File: src/rtl/control_sequencer.sv
// SAP-1 controller/sequencer: T1..T6 ring counter, opcode latch, control word decode.
// Optional JMP (opcode 0011, drives lp_n) is enabled with `define CTRL_JMP_EN.
module control_sequencer (
  input  logic        clk,
  input  logic        rst,
  input  logic [3:0]  ir_opcode,
  output logic [11:0] con,
  output logic        lp_n,
  output logic [5:0]  tstate,
  output logic        hlt
);

  typedef enum logic [2:0] {
    IDLE = 3'd0,
    ST1  = 3'd1,
    ST2  = 3'd2,
    ST3  = 3'd3,
    ST4  = 3'd4,
    ST5  = 3'd5,
    ST6  = 3'd6,
    HALT = 3'd7
  } state_t;

  localparam logic [3:0] OP_LDA = 4'b0000;
  localparam logic [3:0] OP_ADD = 4'b0001;
  localparam logic [3:0] OP_SUB = 4'b0010;
  localparam logic [3:0] OP_OUT = 4'b1110;
  localparam logic [3:0] OP_HLT = 4'b1111;
`ifdef CTRL_JMP_EN
  localparam logic [3:0] OP_JMP = 4'b0011;
`endif

  localparam logic [11:0] CW_NOP = 12'h3E3;
  localparam logic [11:0] CW_T1  = 12'h5E3;
  localparam logic [11:0] CW_T2  = 12'hBE3;
  localparam logic [11:0] CW_T3  = 12'h263;
  localparam logic [11:0] CW_MAR = 12'h1A3;

  state_t     state;
  state_t     state_nxt;
  logic [3:0] op;

  // Everything moves on the falling edge so loads at posedge see stable words.
  always_ff @(negedge clk) begin
    if (!rst) begin
      state <= IDLE;
      op    <= 4'b0000;
    end else begin
      state <= state_nxt;
      if (state == ST3)
        op <= ir_opcode;
    end
  end

  always_comb begin
    state_nxt = state;
    con       = CW_NOP;
    lp_n      = 1'b1;
    tstate    = 6'b000000;
    hlt       = 1'b0;
    unique case (state)
      IDLE: state_nxt = ST1;
      ST1: begin
        state_nxt = ST2;
        tstate    = 6'b000001;
        con       = CW_T1;
      end
      ST2: begin
        state_nxt = ST3;
        tstate    = 6'b000010;
        con       = CW_T2;
      end
      ST3: begin
        state_nxt = ST4;
        tstate    = 6'b000100;
        con       = CW_T3;
      end
      ST4: begin
        state_nxt = (op == OP_HLT) ? HALT : ST5;
        tstate    = 6'b001000;
        case (op)
          OP_LDA,
          OP_ADD,
          OP_SUB: con = CW_MAR;
          OP_OUT: con = 12'h3F2;
`ifdef CTRL_JMP_EN
          OP_JMP: begin
            con  = 12'h3A3;
            lp_n = 1'b0;
          end
`endif
          default: con = CW_NOP;
        endcase
      end
      ST5: begin
        state_nxt = ST6;
        tstate    = 6'b010000;
        case (op)
          OP_LDA:  con = 12'h2C3;
          OP_ADD,
          OP_SUB:  con = 12'h2E1;
          default: con = CW_NOP;
        endcase
      end
      ST6: begin
        state_nxt = ST1;
        tstate    = 6'b100000;
        case (op)
          OP_ADD:  con = 12'h3C7;
          OP_SUB:  con = 12'h3CF;
          default: con = CW_NOP;
        endcase
      end
      HALT: begin
        state_nxt = HALT;
        hlt       = 1'b1;
      end
    endcase
  end

endmodule

File: config.mk
export PLATFORM = sky130hd
export DESIGN_NAME = control_sequencer
export DESIGN_NICKNAME = d
export VERILOG_FILES = /design/src/rtl/control_sequencer.sv
export SDC_FILE = /design/constraint.sdc
export NUM_CORES = 1
export LEC_CHECK = 0
export ABC_AREA = 1
export CAP_MARGIN = 20
export CORE_AREA = 2 2 39 41
export DETAILED_ROUTE_END_ITERATION = 8
export DIE_AREA = 0 0 41 43
export PLACE_DENSITY = 0.76
export SKIP_LAST_GASP = 1
export SYNTH_ARGS = -nofsm -noshare
export SYNTH_HDL_FRONTEND = slang
export SYNTH_SLANG_ARGS = --single-unit
export TNS_END_PERCENT = 30
File: constraint.sdc
create_clock -name clk -period 3.15 [get_ports clk]
set_clock_uncertainty 0.1 [all_clocks]
set_input_delay 0.315 -clock clk [delete_from_list [all_inputs] [get_ports clk]]
set_output_delay 0.315 -clock clk [all_outputs]
set_load 0.03 [all_outputs]
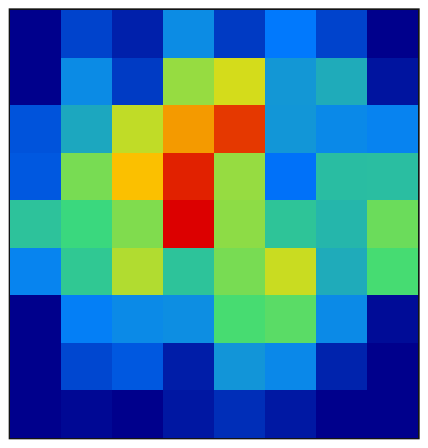
run_1/route_heat.png
8 x 9 tiles, from dark blue (low) to red (high), scaled to the fullest tile. Values are wire area over tile area, all layers added.
mean over tiles: 0.13
densest ninth of the die: middle
tiles over half the peak: 26%
fullest tile: 0.39
emptiest ninth of the die: bottom left

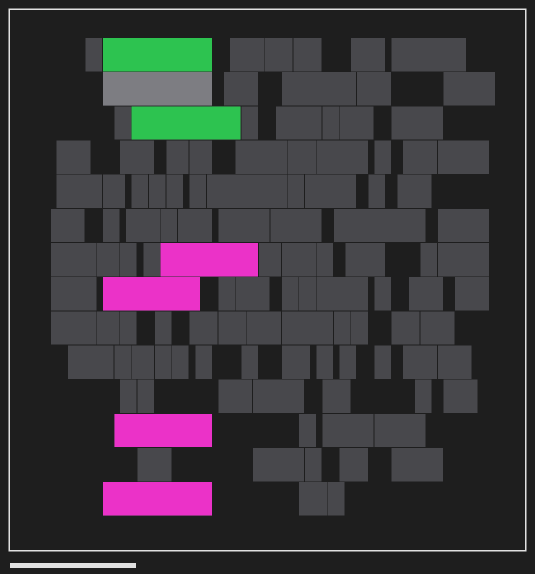
run_1/ff_map.png
Scale bar: 10 microns. Other sequential cells in the stronger gray, the rest of the logic in the fainter gray.
| signal | color | placed flops |
|---|---|---|
| `state` | green | 2 |
| `op` | magenta | 4 |

==> GITHUB_STEP_SUMMARY, run 1 <==
## Synthesis and layout report

| Metric | Value |
|---|---|
| I/O Buffers | `24` |
| XOR/XNOR Area Share | `0` |
| Mux cell area share after synthesis | `0` |
| TritonCTS clock tree | `done` |
| Tool Warnings | `36` |
| GRT overflow | `0` |
| Syn. warnings | `0` |
| Tot Pwr | `0.328 mW` |
| Internal cell power | `0.202 mW` |
| Share of layout cells above drive strength 1 | `0.561` |
| Worst R2R Start | `state[1]` |
| Initial antenna violation count | `0` |
| Final WS setup | `-0.119 ns` |
| First-pass GRT wire length | `1940 microns` |
| Die height | `43 microns` |
| Row cnt | `14` |
| # Cells Yosys | `73` |
| Clock sink total | `7` |
| Worst setup EP type | `primary output` |
| Final Hold Viols | `0` |
| Hold-fix buffers, CTS | `0` |
| Seq/Total Area, Yosys | `0.313` |
| Initial core utilization | `0.324` |
| Simple share | `0.447` |
| Core Util, Final | `0.669` |
| Final Cell Area | `926 sq um` |
| Nets | `121` |
| RSZ-0062 raised after global routing | `yes` |
| Worst vdd ir | `0.000234 V` |
| Root Driver | `clkbuf_4` |
| Most instantiated logic cells after routing | `buf_4 (20), inv_1 (13), nor2_1 (13)` |
| Combinational Power Share | `0.342` |
| Dpl cell area | `681 sq um` |
| Routed via count | `595` |
| Wire per inst | `10.7 microns` |
| DP HPWL | `908 microns` |
| CTS H-Tree Depth | `1` |
| Synth Register Bits | `7` |
| Gpl congestion | `0.668` |
| Status | `complete, but fails checks` |
| Area grow syn2layout | `107%` |
| Final Non-Filler Cells | `130` |
| Final wirelength | `1390 microns` |
| # fillers | `130` |
| Adder share | `0` |
| Leak Pwr | `0.447 nW` |
| Clock-pin slew on the worst setup and hold paths | `0.03 ns` |
| Largest net degree at the start of global routing | `7` |
| Switch share | `0.385` |
| Startpoint Class | `register` |
| Min-delay src | `op[3]` |
| Psw | `0.126 mW` |
| Final setup viols | `17` |
| DR iter-0 viols | `10` |
| Mean post-synth cell area | `6.14 sq um` |
| Post-Synthesis Cells | `73` |
| Post-Syn Nets | `79` |
| CTS Buffer Depth | `2` |
| Power Dens Cells | `354 nW/um^2` |
| Worst hold-check path type | `reg -> reg` |
| Chip area | `1760 sq um` |
| Yosys stat area | `448 sq um` |
| GRT Total Usage | `0.162` |
| DRC Markers | `0` |
| Total core area | `1380 sq um` |
| Clk ins delay skew pair | `0.31 ns` |
| Inst Count DP | `112` |
| Slew Limit Fails | `0` |
| Number of I/O pins | `26` |
| Number of global-route vias before repair | `536` |
| CP Data Required Time | `2.73 ns` |
| Reg power frac | `0.320` |
| Maxcap violations | `0` |
| Critical Path Start | `state[0]` |
| Hold Worst Slack | `0.416 ns` |
| Failing checks | `negative setup slack` |
| 1st-pass router iterations | `4` |
| Die W | `41 microns` |
| Most frequent logic cell in the layout | `buf_4` |
| Mapped Area | `448 sq um` |
| Num CTS Buffers | `3` |
| Crit-path max FO | `5` |
| Crit Path Class | `reg -> out` |
| Top logic family | `simple AND/OR/NAND/NOR gates` |
| Post-synth cell types | `16` |
| Yosys aoi share | `0.0894` |
| Antenna viol nets, final | `0` |
| CP arrival | `2.85 ns` |
| Via/cell ratio | `4.58` |
| N_diodes | `0` |
| Clock power frac | `0.338` |
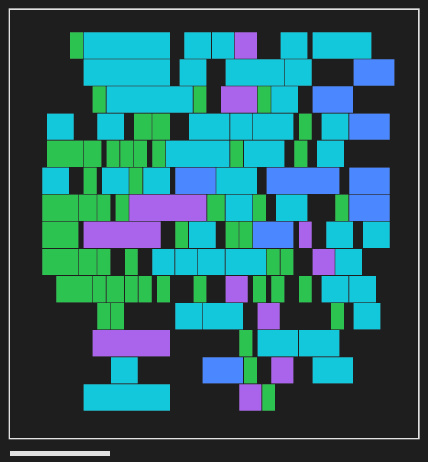
run_1/sizing.png
Scale bar: 10 microns.
| size | color | cells |
|---|---|---|
| x6 and larger | blue | 9 |
| x2 | purple | 11 |
| x3 and x4 | cyan | 44 |
| x1 and smaller | green | 50 |

[run 1: stage by stage]
step	setup slack [ns]	setup TNS (ns)
6_report	-0.119	-0.914
5_1_grt	-0.171	-1.75
4_1_cts	-0.0959	-0.844
3_5_place_dp	0.0189	0
3_3_place_gp	0.0637	0
2_1_floorplan	-0.159	-0.601
[run 1: power by group through the flow]
stage               clock [mW]  sequential, mW  combinational, mW
floorplan               0.0157           0.104             0.0550
global placement        0.0157           0.102             0.0810
detailed placement      0.0157           0.103             0.0825
CTS                      0.116           0.103              0.103
global route             0.126           0.106              0.120
finish                   0.111           0.105              0.112
[run 1: cell type report]
| type | count | area, sq um | share of cell area |
|---|---|---|---|
| repair buffers | 34 | 310 | 0.335 |
| well taps | 16 | 20.0 | 0.0216 |
| clock buffers | 3 | 22.5 | 0.0243 |
| multi-input cells | 52 | 337 | 0.364 |
| clock inverters | 8 | 30.0 | 0.0324 |
| flip-flops and latches | 7 | 159 | 0.172 |
| inverters | 10 | 47.5 | 0.0514 |
[run 1: metal layers]
| metal | global-route usage | up-vias | part of all wire |
|---|---|---|---|
| met5 | 0 | - | 0 |
| met4 | 0.153 | 0 | 0.016 |
| met3 | 0.00524 | 2 | 0.065 |
| met2 | 0.266 | 23 | 0.58 |
| met1 | 0.170 | 268 | 0.34 |
| li1 | - | 302 | - |
[run 1: Yosys cell counts]
| master | instances | area share |
|---|---|---|
| nand3_4 | 1 | 0.039 |
| dfxtp_1 | 7 | 0.31 |
| nand2_2 | 2 | 0.028 |
| nand3_1 | 1 | 0.011 |
| conb_1 | 1 | 0.0084 |
| nor2_2 | 2 | 0.028 |
| and2_4 | 1 | 0.020 |
| nand2_1 | 15 | 0.13 |
| nor2_4 | 1 | 0.025 |
| inv_2 | 1 | 0.0084 |
| inv_1 | 10 | 0.084 |
| o21ai_0 | 4 | 0.045 |
| nor2_1 | 19 | 0.16 |
| a21oi_1 | 4 | 0.045 |
| buf_4 | 3 | 0.050 |
| nor3_1 | 1 | 0.011 |
[run 1: kinds of logic (layout without fill, tap and decap cells)]
logic type / after synthesis / after routing
AOI/OAI and AO/OA: 8 / 8
buffers and inverters: 14 / 55
DFF: 7 / 7
other: 1 / 1
and+or+nand+nor: 43 / 43
[run 1: path summary, 6_finish.rpt]
path                            endpoint  slack, ns  cells past startpoint
worst max-delay path              con[5]      -0.12                      6
worst min-delay path               op[3]       0.42                      2
worst max register to register     op[2]       1.95                      5
worst min register to register     op[3]       0.42                      2
[run 1: repair_timing]
| action | 4_1_cts | 5_1_grt |
|---|---|---|
| resized | 25 | 19 |
| buffers inserted | 7 | 1 |
| setup endpoints to repair | 19 | 18 |
| pin swaps | 9 | 10 |
[run 1: worst max-delay path, cell delays in order, from the launching register on]
cell and delay [ns]:
dfxtp_4 0.35, buf_6 0.13, nor2_4 0.13, nand2_2 0.07
nor2_4 0.08, nor2_1 0.05, buf_4 0.16
==> run 2, diff against run 1 <==
--- a/config.mk
+++ b/config.mk
@@ -8,6 +8,7 @@
 export ABC_AREA = 1
 export CAP_MARGIN = 20
 export CORE_AREA = 2 2 39 41
+export CTS_BUF_LIST = sky130_fd_sc_hd__clkbuf_4 sky130_fd_sc_hd__clkbuf_8
 export DETAILED_ROUTE_END_ITERATION = 8
 export DIE_AREA = 0 0 41 43
 export PLACE_DENSITY = 0.76
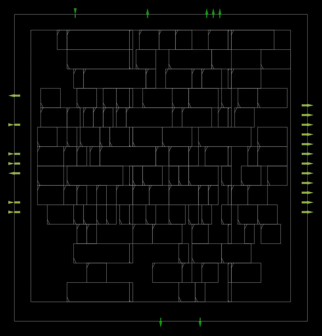
run_2/placed.png
fraction of area in registers: 0.172
Final Non-Filler Cells: 130
Tapcells: 16
total core area: 1380 sq um

==> run 2 against run 1 <==
Net effect: the run still ends with negative setup slack left; clock-buffer cell count is the same; total power is the same; first-iteration DRC count is the same.
==> GITHUB_STEP_SUMMARY, run 2 <==
## Synthesis and layout report

| Metric | Value |
|---|---|
| Inst Count DP | `112 (unchanged)` |
| Initial antenna violation count | `0 (unchanged)` |
| Leak Pwr | `0.447 nW (unchanged)` |
| RSZ-0062 raised after global routing | `yes` |
| Wire per inst | `10.7 microns (unchanged)` |
| Adder share | `0 (unchanged)` |
| Final Hold Viols | `0 (unchanged)` |
| DR iter-0 viols | `10 (unchanged)` |
| Largest net degree at the start of global routing | `7 (unchanged)` |
| Mapped Area | `448 sq um (unchanged)` |
| DRC Markers | `0 (unchanged)` |
| GRT overflow | `0 (unchanged)` |
| Worst Hold Path Cells | `2 (unchanged)` |
| Clk ins delay skew pair | `0.31 ns (about the same)` |
| EDFF count, synth | `0 (unchanged)` |
| Post-Syn Nets | `79 (unchanged)` |
| Final wirelength | `1390 microns (unchanged)` |
| 1st-pass router iterations | `4 (unchanged)` |
| Main flop type | `dfxtp_1` |
| Setup TNS after final layout | `-0.914 ns (unchanged)` |
| WP depth | `6 (unchanged)` |
| XOR/XNOR Area Share | `0 (unchanged)` |
| CTS Buffer Depth | `2 (unchanged)` |
| Worst hold-check path type | `reg -> reg` |
| Delay-heaviest family, CP | `flip-flops` |
| Post-synth cell types | `16 (unchanged)` |
| Area leader, netlist | `dfxtp_1` |
| Final WS setup | `-0.119 ns (unchanged)` |
| Worst setup EP type | `primary output` |
| N_diodes | `0 (unchanged)` |
| Number of global-route vias before repair | `536 (unchanged)` |
| I/O Buffers | `24 (unchanged)` |
| Final setup viols | `17 (unchanged)` |
| Routed via count | `595 (unchanged)` |
| Crit Path Class | `reg -> out` |
| Slew Limit Fails | `0 (unchanged)` |
| Most instantiated logic cells after routing | `buf_4 (20), inv_1 (13), nor2_1 (13)` |
| Top-count cell post-synth | `nor2_1` |
| Area leader share | `0.313 (unchanged)` |
| Crit-path max FO | `5 (unchanged)` |
| Row cnt | `14 (unchanged)` |
| DP HPWL | `908 microns (unchanged)` |
| Num CTS Buffers | `3 (unchanged)` |
| Mean post-synth cell area | `6.14 sq um (unchanged)` |
| Clock-pin slew on the worst setup and hold paths | `0.03 ns (about the same)` |
| Async SR Flop Fraction | `0 (unchanged)` |
| First-pass GRT wire length | `1940 microns (unchanged)` |
| Initial core utilization | `0.324 (unchanged)` |
| CP Data Required Time | `2.73 ns (about the same)` |
| Antenna viol nets, final | `0 (unchanged)` |
| Post-Synthesis Cells | `73 (unchanged)` |
| Met3 Usage GRT | `0.00524 (unchanged)` |
| Die W | `41 microns (unchanged)` |
| Top cells by area, synth | `dfxtp_1 (31%), nor2_1 (16%), nand2_1 (13%)` |
| Top cell by count, worst path | `nor2_4` |
| Slowest cell on crit path | `dfxtp_4` |
| Worst vdd ir | `0.000234 V (unchanged)` |
| Tool Warnings | `36 (unchanged)` |
| Seq/Total Area, Yosys | `0.313 (unchanged)` |
| Crit-path max cell delay | `0.35 ns (about the same)` |
| Syn. warnings | `0 (unchanged)` |
| Startpoint Class | `register` |
| Share of layout cells above drive strength 1 | `0.561 (unchanged)` |
| GR Layer Usage met2 | `0.266 (unchanged)` |
| TritonCTS clock tree | `done` |
| Routing usage on met1 | `0.170 (unchanged)` |
| Crit path buf inv count | `2 (unchanged)` |
| Yosys stat area | `448 sq um (unchanged)` |
| Mux cell area share after synthesis | `0 (unchanged)` |
| Failing checks | `negative setup slack` |
| Root Driver | `clkbuf_4` |
| Maxcap violations | `0 (unchanged)` |
| Die height | `43 microns (unchanged)` |
| Gpl congestion | `0.668 (unchanged)` |
| Simple share | `0.447 (unchanged)` |
| Synth Register Bits | `7 (unchanged)` |
| R2R depth | `5 (unchanged)` |
| Status | `complete, but fails checks` |
| CP arrival | `2.85 ns (about the same)` |
| Area grow syn2layout | `107% (unchanged)` |
| Most frequent logic cell in the layout | `buf_4` |
| GR peak layer | `met2` |
| Power Dens Cells | `354 nW/um^2 (unchanged)` |
| CTS H-Tree Depth | `1 (unchanged)` |
| # Cells Yosys | `73 (unchanged)` |
| Number of I/O pins | `26 (unchanged)` |
| Top post-synthesis cells by count | `nor2_1 (19), nand2_1 (15), inv_1 (10)` |
| Clock sink total | `7 (unchanged)` |
| GRT Total Usage | `0.162 (unchanged)` |
| Via/cell ratio | `4.58 (unchanged)` |
| Top logic family | `simple AND/OR/NAND/NOR gates` |
| Hold-fix buffers, CTS | `0 (unchanged)` |
| Chip area | `1760 sq um (unchanged)` |
| Crit-path cells | `buf_6 -> nor2_4 -> nand2_2 -> nor2_4 -> nor2_1 -> buf_4` |
| Yosys aoi share | `0.0894 (unchanged)` |
[run 2: cell type report]
type	instances	area, sq um
fill	130	458
multi-input combinational	52	337
timing repair buffer	34	310
sequential	7	159
inverter	10	47.5
clock inverter	8	30.0
clock buffer	3	22.5
tap	16	20.0
[run 2: kinds of logic after synthesis]
logic type | count (synthesis)
compound gates | 8
buf+inv | 14
flops | 7
other cells | 1
simple gates | 43
[run 2: report_power, final]
group          switching [mW]  internal (mW)  total, mW  leakage [nW]
registers              0.0101         0.0949      0.105        0.0614
logic                  0.0624         0.0498      0.112         0.329
clock network          0.0539         0.0570      0.111        0.0564
[run 2: what timing repair did]
action | CTS | global route
buffers inserted | 7 | 1
setup endpoints to repair | 19 | 18
pin swaps | 9 | 10
gates resized | 25 | 19
[run 2: final timing paths]
check                 from  endpoint  slack [ns]
hold / removal       op[3]     op[3]        0.42
setup / recovery  state[0]    con[5]       -0.12
hold reg to reg      op[3]     op[3]        0.42
setup reg to reg  state[1]     op[2]        1.95
[run 2: per-stage QoR]
stage	area, sq um	power, mW	hold slack (ns)	setup WS [ns]	util
2_1_floorplan	475	0.175	0.378	-0.159	-
3_3_place_gp	681	0.199	0.389	0.0637	0.492
3_5_place_dp	681	0.201	0.404	0.0189	0.492
4_1_cts	861	0.323	0.417	-0.0959	0.622
5_1_grt	926	0.351	0.438	-0.171	0.669
6_report	926	0.328	0.416	-0.119	0.669
[run 2: worst register-to-register path, cell delays in order, from the launching register on]
cell and delay, ns:
dfxtp_4 0.38, buf_4 0.13, nand3_4 0.09, buf_4 0.16
o21ai_0 0.16, nor2_1 0.06
[run 2: per-layer routing]
| layer | routed length (microns) | share of wire | vias up |
|---|---|---|---|
| met5 | 0 | 0 | - |
| met4 | 22 | 0.016 | 0 |
| met3 | 90 | 0.065 | 2 |
| met2 | 799 | 0.58 | 23 |
| met1 | 477 | 0.34 | 268 |
| li1 | - | - | 302 |
run_2/clock_wires.png
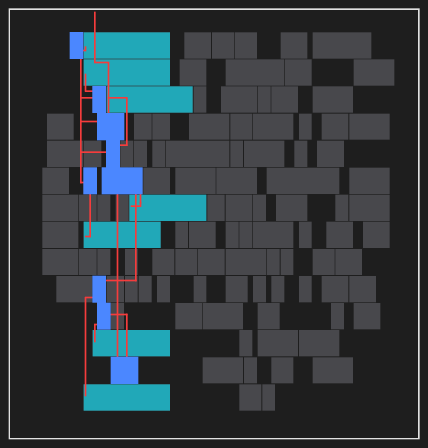

==> run 3, diff against run 2 <==
--- a/config.mk
+++ b/config.mk
@@ -6,12 +6,12 @@
 export NUM_CORES = 1
 export LEC_CHECK = 0
 export ABC_AREA = 1
-export CAP_MARGIN = 20
 export CORE_AREA = 2 2 39 41
 export CTS_BUF_LIST = sky130_fd_sc_hd__clkbuf_4 sky130_fd_sc_hd__clkbuf_8
 export DETAILED_ROUTE_END_ITERATION = 8
 export DIE_AREA = 0 0 41 43
 export PLACE_DENSITY = 0.76
+export REMOVE_ABC_BUFFERS = 1
 export SKIP_LAST_GASP = 1
 export SYNTH_ARGS = -nofsm -noshare
 export SYNTH_HDL_FRONTEND = slang
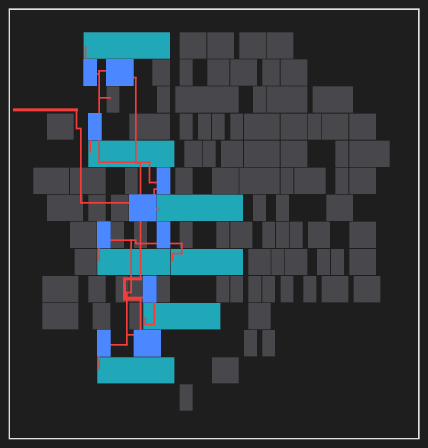
run_3/clock_wires.png
[flip-flops] cyan | count: 7
[clock-net drivers] blue | count: 10
[clock wires] red | length: 127 microns
routed clock nets: 11

==> run 3 against run 2 <==
Net effect: the flow still finishes with violations (negative setup slack); total power down 9.6%; register-to-register slack better by 0.10 ns; worst setup slack improved by 0.039 ns; wire length is 22% lower; final area shrank 18%; via count decreased by 12%; die size unchanged; sequential power is essentially flat; clock power barely moved; synthesized cell count unchanged; clock-buffer cell count unchanged; first-iteration DRC count did not move; largest cell class unchanged.
==> GITHUB_STEP_SUMMARY, run 3 <==
## Synthesis and layout report

| Metric | Value |
|---|---|
| Status | `complete, but fails checks` |
| Failing checks | `negative setup slack` |
| Most instantiated logic cells after routing | `buf_4 (20), nor2_1 (16), nand2_1 (14)` |
| RSZ-0062 raised after global routing | `yes` |
| EDFF count, synth | `0 (unchanged)` |
| Routed via count | `526 (-12%)` |
| Post-Synthesis Cells | `73 (unchanged)` |
| Clk ins delay skew pair | `0.31 ns (about the same)` |
| Crit path buf inv count | `1 (-1)` |
| Crit-path max FO | `6 (+1)` |
| Worst vdd ir | `0.000218 V (-6.5%)` |
| Syn. warnings | `0 (unchanged)` |
| Top logic family | `simple AND/OR/NAND/NOR gates` |
| I/O Buffers | `24 (unchanged)` |
| Wire per inst | `8.83 microns (-17%)` |
| Row cnt | `14 (unchanged)` |
| Dpl cell area | `638 sq um (-6.3%)` |
| Main flop type | `dfxtp_1` |
| Top-count cell post-synth | `nor2_1` |
| Via/cell ratio | `4.31 (-5.8%)` |
| Delay-heaviest family, CP | `flip-flops` |
| Tot Pwr | `0.297 mW (-9.6%)` |
| Mux cell area share after synthesis | `0 (unchanged)` |
| Initial core utilization | `0.324 (unchanged)` |
| Top cells by area, synth | `dfxtp_1 (31%), nor2_1 (16%), nand2_1 (13%)` |
| GRT overflow | `0 (unchanged)` |
| Yosys aoi share | `0.0894 (unchanged)` |
| Tool Warnings | `34 (-5.6%)` |
| Final wirelength | `1080 microns (-22%)` |
| Area leader, netlist | `dfxtp_1` |
| Top post-synthesis cells by count | `nor2_1 (19), nand2_1 (15), inv_1 (10)` |
| # Cells Yosys | `73 (unchanged)` |
| Crit Path Class | `reg -> out` |
| Total core area | `1380 sq um (unchanged)` |
| CTS H-Tree Depth | `1 (unchanged)` |
| Root Driver | `clkbuf_4` |
| Power Dens Cells | `389 nW/um^2 (+9.8%)` |
| DR iter-0 viols | `10 (unchanged)` |
| Post-synth cell types | `16 (unchanged)` |
| Hold-fix buffers, CTS | `0 (unchanged)` |
| N_diodes | `0 (unchanged)` |
| Worst hold-check path type | `reg -> reg` |
| Setup TNS after final layout | `-0.553 ns (+0.361 ns)` |
| Final Hold Viols | `0 (unchanged)` |
| DP HPWL | `762 microns (-16%)` |
| Area grow syn2layout | `70.1%` |
| Startpoint Class | `register` |
| First-pass GRT wire length | `1740 microns (-10%)` |
| Die height | `43 microns (unchanged)` |
| Async SR Flop Fraction | `0 (unchanged)` |
| Core Util, Final | `0.551 (-0.118)` |
| XOR/XNOR Area Share | `0 (unchanged)` |
| Most frequent logic cell in the layout | `buf_4` |
| Flop2flop setup slack | `2.05 ns (+0.10 ns)` |
| Seq/Total Area, Yosys | `0.313 (unchanged)` |
| Mean post-synth cell area | `6.14 sq um (unchanged)` |
| Maxcap violations | `0 (unchanged)` |
| 1st-pass router iterations | `4 (unchanged)` |
| Antenna viol nets, final | `0 (unchanged)` |
| CP Data Required Time | `2.73 ns (about the same)` |
| TritonCTS clock tree | `done` |
| Crit-path max cell delay | `0.40 ns (+0.05 ns)` |
| GRT Total Usage | `0.145 (-0.0176)` |
| Simple share | `0.447 (unchanged)` |
| Final WS setup | `-0.0799 ns (+0.0394 ns)` |
| Slew Limit Fails | `0 (unchanged)` |
| CP arrival | `2.81 ns (-0.04 ns)` |
| Gpl congestion | `0.782 (+17%)` |
| CTS Buffer Depth | `2 (unchanged)` |
| Final Cell Area | `762 sq um (-18%)` |
| Area leader share | `0.313 (unchanged)` |
| Die W | `41 microns (unchanged)` |
| Clock-pin slew on the worst setup and hold paths | `0.03 ns (about the same)` |
| Hold Worst Slack | `0.416 ns (-0.000165 ns)` |
| Nets | `113` |
| Initial antenna violation count | `0 (unchanged)` |
| Clock sink total | `7 (unchanged)` |
| Number of I/O pins | `26 (unchanged)` |
| DRC Markers | `0 (unchanged)` |
| Share of layout cells above drive strength 1 | `0.443 (-0.118)` |
| Chip area | `1760 sq um (unchanged)` |
| Largest net degree at the start of global routing | `8 (+1)` |
| Slowest cell on crit path | `dfxtp_4` |
| Synth Register Bits | `7 (unchanged)` |
| Crit-path cells | `nand2_4 -> nor2_4 -> nand2_1 -> nor2_2 -> nor2_1 -> buf_4` |
| Num CTS Buffers | `3 (unchanged)` |
| Number of global-route vias before repair | `444 (-17%)` |
| Adder share | `0 (unchanged)` |
| Yosys stat area | `448 sq um (unchanged)` |
| Worst setup EP type | `primary output` |
| Leak Pwr | `0.386 nW (-14%)` |
| Final setup viols | `14 (-3)` |
| Mapped Area | `448 sq um (unchanged)` |
## run 3: kinds of logic (layout without fill, tap and decap cells)
logic type             Yosys count  in the layout
buffers and inverters           14             47
AOI/OAI and AO/OA                8              8
other                            1              1
and+or+nand+nor                 43             43
DFF                              7              7
## run 3: worst paths after layout
path,end,from,depth (start not counted)
worst max-delay path,con[5],state[1],6
worst max register to register,state[1],state[1],6
worst min-delay path,op[0],op[0],2
worst min register to register,op[0],op[0],2
## run 3: layer usage
layer	part of all wire	wire [microns]	vias up	global-route usage
met2	0.49	528	21	0.197
li1	-	-	283	-
met1	0.43	465	222	0.188
met3	0.076	82	0	0.0262
met5	0	0	-	0
met4	0	0	0	0.120
## run 3: worst reg2reg max path: stages (launching register included)
cell	delay [ns]
dfxtp_4	0.37
inv_4	0.09
nand2_4	0.05
nor2_4	0.11
buf_4	0.13
nand2_1	0.06
a21oi_1	0.12
## run 3: per-stage QoR
| stage | setup slack, ns | cells |
|---|---|---|
| 3_5_place_dp | 0.0505 | 110 |
| 2_1_floorplan | -1.16 | 70 |
| 3_3_place_gp | 0.0925 | 110 |
| 6_report | -0.0799 | 122 |
| 5_1_grt | -0.153 | 122 |
| 4_1_cts | -0.105 | 122 |
## run 3: area by class of cell
cell class	count	area, sq um
clock buffers	3	22.5
clock inverters	8	30.0
fillers	141	622
inverters	10	45.0
multi-input cells	52	279
flip-flops and latches	7	154
well taps	16	20.0
repair buffers	26	211
## run 3: repair_timing
action | CTS | global route
gates resized | 21 | 4
buffers inserted | 2 | 0
hold endpoints to repair | 0 | 0
setup endpoints to repair | 19 | 16
pin swaps | 3 | 1
## run 3: report_power, final
group          switching [mW]  leakage [nW]  internal [mW]
sequential             0.0114        0.0602         0.0951
clock                  0.0539        0.0564         0.0570
combinational          0.0481         0.269         0.0311
Power figures rest on the tool's default switching activity, not on a simulated workload.
